==> config.mk <==
export PLATFORM = sky130hd
export DESIGN_NAME = pipelined_exec_unit
export DESIGN_NICKNAME = d
export VERILOG_FILES = /design/src/rtl/pipelined_exec_unit.sv
export SDC_FILE = /design/constraint.sdc
export NUM_CORES = 2
export LEC_CHECK = 0
export ABC_AREA = 1
export CAP_MARGIN = 30
export CELL_PAD_IN_SITES_DETAIL_PLACEMENT = 1
export CELL_PAD_IN_SITES_GLOBAL_PLACEMENT = 2
export CORE_MARGIN = 2
export CORE_UTILIZATION = 37
export DETAILED_ROUTE_END_ITERATION = 12
export DONT_BUFFER_PORTS = 1
export PLACE_DENSITY_LB_ADDON = 0.1
export SYNTH_ARGS = -nofsm -noshare
export SYNTH_HDL_FRONTEND = slang
export SYNTH_SLANG_ARGS = --single-unit
==> constraint.sdc <==
create_clock -name clk -period 5.95 [get_ports clk]
set_input_delay 1.19 -clock clk [delete_from_list [all_inputs] [get_ports clk]]
set_output_delay 1.19 -clock clk [all_outputs]
set_load 0.01 [all_outputs]
==> src/rtl/pipelined_exec_unit.sv <==
// RV integer execute unit: ALU ops registered in 1 cycle, M-ops iterate 1 bit/cycle (XLEN+2 edges).
// Backpressure: a held result blocks in_ready until out_ready; kill or reset drops in-flight work.
module pipelined_exec_unit #(
  parameter int XLEN = 32
) (
  input  logic            clk,
  input  logic            rst_n,
  input  logic            in_valid,
  output logic            in_ready,
  input  logic [XLEN-1:0] op_a,
  input  logic [XLEN-1:0] op_b,
  input  logic [2:0]      func,
  input  logic [6:0]      aux_func,
  input  logic            kill,
  output logic            out_valid,
  input  logic            out_ready,
  output logic [XLEN-1:0] result,
  output logic            busy
);

  localparam int SHW = $clog2(XLEN);
  localparam int CW  = SHW + 1;

  typedef enum logic [1:0] {IDLE, MUL, DIV, FIX} state_t;
  state_t state, state_nxt;

  logic [CW-1:0]     cnt;
  logic [2:0]        fn;
  logic              neg;
  logic              bzero;
  logic [XLEN-1:0]   a_save;
  logic [XLEN-1:0]   mag;
  logic [2*XLEN-1:0] acc;

  logic              accept;
  logic              is_m;
  logic              last;
  logic [SHW-1:0]    shamt;
  logic [XLEN-1:0]   sra_res;
  logic [XLEN-1:0]   alu_res;
  logic              a_sgn, b_sgn, sa, sb;
  logic [XLEN-1:0]   abs_a, abs_b;
  logic [XLEN:0]     msum, dshift, dtrial;
  logic [2*XLEN-1:0] mres;
  logic [XLEN-1:0]   dval;
  logic [XLEN-1:0]   fix_res;

  assign in_ready = (state == IDLE) && (!out_valid || out_ready);
  assign accept   = in_valid && in_ready && !kill;
  assign is_m     = (aux_func == 7'b0000001);
  assign busy     = (state != IDLE);
  assign last     = (cnt == CW'(XLEN));
  assign shamt    = op_b[SHW-1:0];
  assign sra_res  = $signed(op_a) >>> shamt;

  always_comb begin
    alu_res = '0;
    case (func)
      3'b000:  alu_res = aux_func[5] ? op_a - op_b : op_a + op_b;
      3'b001:  alu_res = op_a << shamt;
      3'b010:  alu_res = {{(XLEN-1){1'b0}}, $signed(op_a) < $signed(op_b)};
      3'b011:  alu_res = {{(XLEN-1){1'b0}}, op_a < op_b};
      3'b100:  alu_res = op_a ^ op_b;
      3'b101:  alu_res = aux_func[5] ? sra_res : op_a >> shamt;
      3'b110:  alu_res = op_a | op_b;
      default: alu_res = op_a & op_b;
    endcase
  end

  // Operand signedness: MUL/MULH/MULHSU treat a as signed, only MUL/MULH treat b as signed;
  // DIV/REM are signed on both, DIVU/REMU on neither.
  always_comb begin
    a_sgn = func[2] ? !func[0] : (func[1:0] != 2'b11);
    b_sgn = func[2] ? !func[0] : !func[1];
    sa    = a_sgn & op_a[XLEN-1];
    sb    = b_sgn & op_b[XLEN-1];
    abs_a = sa ? -op_a : op_a;
    abs_b = sb ? -op_b : op_b;
  end

  // acc holds {partial product, multiplier} for MUL and {remainder, quotient} for DIV.
  always_comb begin
    msum   = {1'b0, acc[2*XLEN-1:XLEN]} + (acc[0] ? {1'b0, mag} : '0);
    dshift = {acc[2*XLEN-1:XLEN], acc[XLEN-1]};
    dtrial = dshift - {1'b0, mag};
  end

  always_comb begin
    mres = neg ? -acc : acc;
    dval = fn[1] ? acc[2*XLEN-1:XLEN] : acc[XLEN-1:0];
    if (!fn[2])
      fix_res = (fn[1:0] == 2'b00) ? mres[XLEN-1:0] : mres[2*XLEN-1:XLEN];
    else if (bzero)
      fix_res = fn[1] ? a_save : '1;
    else
      fix_res = neg ? -dval : dval;
  end

  always_ff @(posedge clk or negedge rst_n) begin
    if (!rst_n) state <= IDLE;
    else        state <= state_nxt;
  end

  always_comb begin
    state_nxt = state;
    if (kill) begin
      state_nxt = IDLE;
    end else begin
      case (state)
        IDLE:     if (accept && is_m) state_nxt = func[2] ? DIV : MUL;
        MUL, DIV: if (last) state_nxt = FIX;
        default:  state_nxt = IDLE;
      endcase
    end
  end

  always_ff @(posedge clk or negedge rst_n) begin
    if (!rst_n) begin
      cnt       <= '0;
      fn        <= '0;
      neg       <= 1'b0;
      bzero     <= 1'b0;
      a_save    <= '0;
      mag       <= '0;
      acc       <= '0;
      result    <= '0;
      out_valid <= 1'b0;
    end else if (kill) begin
      cnt       <= '0;
      out_valid <= 1'b0;
    end else begin
      if (out_valid && out_ready) out_valid <= 1'b0;
      if (accept) begin
        fn <= func;
        if (is_m) begin
          cnt    <= '0;
          a_save <= op_a;
          bzero  <= (op_b == '0);
          // remainder takes the dividend's sign, everything else the product/quotient sign
          neg    <= (func[2] && func[1]) ? sa : (sa ^ sb);
          if (func[2]) begin
            acc <= {{XLEN{1'b0}}, abs_a};
            mag <= abs_b;
          end else begin
            acc <= {{XLEN{1'b0}}, abs_b};
            mag <= abs_a;
          end
        end else begin
          result    <= alu_res;
          out_valid <= 1'b1;
        end
      end
      case (state)
        MUL: if (!last) begin
          acc <= {msum, acc[XLEN-1:1]};
          cnt <= cnt + CW'(1);
        end
        DIV: if (!last) begin
          if (!dtrial[XLEN]) acc <= {dtrial[XLEN-1:0], acc[XLEN-2:0], 1'b1};
          else               acc <= {dshift[XLEN-1:0], acc[XLEN-2:0], 1'b0};
          cnt <= cnt + CW'(1);
        end
        FIX: begin
          result    <= fix_res;
          out_valid <= 1'b1;
        end
        default: ;
      endcase
    end
  end

endmodule

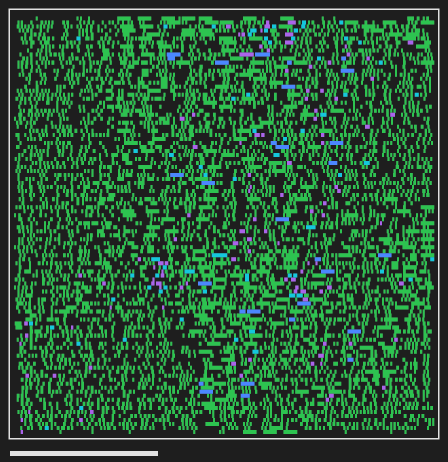
sizing.png
Bar = 100 um.
- cyan: x3 and x4 (cells 65; share 1.2%; most used buf_4)
- green: x1 and smaller (cells 5,304; share 96%; most used nand2_1)
- purple: x2 (cells 109; share 2.0%; most used nor2_2)
- blue: x6 and larger (cells 29; share 0.53%; most used clkbuf_16)
area growth from synthesis to layout: 3.97%
count of plain and timing-repair buffers in the layout: 49
setup slack after layout: 1.56 ns

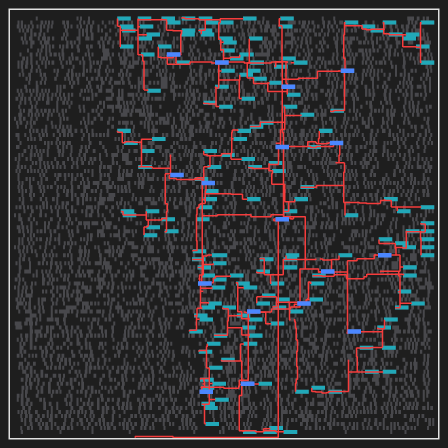
clock_wires.png
- blue: clock-net drivers (count 17)
- cyan: flip-flops (count 174)
- red: clock wires (length 3,510 um)
- routed clock nets: 18
latest clock arrival within the worst-skew pair: 0.53 ns
Power Clock: 1240 uW
clock share of power: 12.0%
Final Skew: 0.0189 ns

final timing paths:
path / startpoint / to / slack [ns] / cells past startpoint
max in group asynchronous: rst_n / fn[1] / 4.96 / 0
max reg2reg: state[1] / acc[52] / 1.56 / 13
max: state[1] / acc[52] / 1.56 / 13
min in group clk: a_save[7] / a_save[7] / 0.49 / 2
min reg2reg: a_save[7] / a_save[7] / 0.49 / 2
min: rst_n / acc[56] / 0.38 / 0
registers in the layout, summed over array words and instances (netlist names):
| register | cells |
|---|---|
| mag | 32 |
| neg | 1 |
| bzero | 1 |
| fn | 3 |
| out_valid | 1 |
| state | 2 |
| a_save | 32 |
| acc | 64 |
| cnt | 6 |
| result | 32 |
==> COMMIT_EDITMSG <==
Store results of the implementation flow

- Result of the run: finished, final reports clean
- Number of core rows: 104
- As logged by OpenROAD, the buffers inserted on ports number 0.
- CTS H-Tree Depth: 4
- Looking at the critical path, the single cell with the biggest stage delay is sky130_fd_sc_hd__nor2_1.
- The first detailed-routing pass took 5 iterations.
* Largest net degree at the start of global routing: 175
- Setup repair after global routing left no endpoint under its margin.
- Most instantiated logic cell after routing: sky130_fd_sc_hd__nand2_1
- Sequential power for this build is 2150 uW.
* Clock slew at reported path FFs: 0.09 ns
- Clk sinks: 174
- Switch share: 62.3%
- The final layout contains routed wiring with a total length of 189,000 um.
- Remaining Overflow, GRT: 0
- First-pass GRT wire length: 273,000 um
- Last weighted congestion value of the routability-driven placer: 1.06
- Total count of max-transition violations in the final report: 0
* Synth Area in XOR/XNOR: 2.11%
- Async set-or-reset flop fraction in the synthesized netlist: 100%
- Worst setup path class: register to register
- Power attributed to combinational cells: 6930 uW
- Transition time at the pin with the least slew margin: 1.08 ns
* Clock tree cell share of total cell area: 1.86%
* Total met3 wirelength after detailed routing: 13,900 um
- Post-layout utilization of the core: 38.9%
- Required time at the endpoint of the critical path: 6.37 ns
- According to the I/O placement log, the pin count is 114.
- Post-route cell area: 31,500 sq um
- By instance count after routing, the leading logic cell types are sky130_fd_sc_hd__nand2_1, sky130_fd_sc_hd__nand3_1, sky130_fd_sc_hd__nor2_1.
- Cell types with the highest counts after synthesis: sky130_fd_sc_hd__nand2_1, sky130_fd_sc_hd__nand3_1, sky130_fd_sc_hd__nor2_1
- Routed signal wires occupy layers up through met5.
* YS warnings: 0
- Counting along the longest clock path gives a buffer depth of 2.
- The worst path uses 73.8% of the clock period.
- Number of global-route vias before repair: 39.1k
- Of the post-synthesis cell area, the dominant cell type holds 24.9%.
- Met2 wire len: 82,300 um
- Routing resource usage on met2 recorded by global route was 69.3%.
- In this run, the number of DRC markers left after iteration 0 of detailed routing was 4,015.
* Dpl cell area: 30,900 sq um
- Cells after Synth: 5,675
Power is estimated from default activity; no workload was simulated.
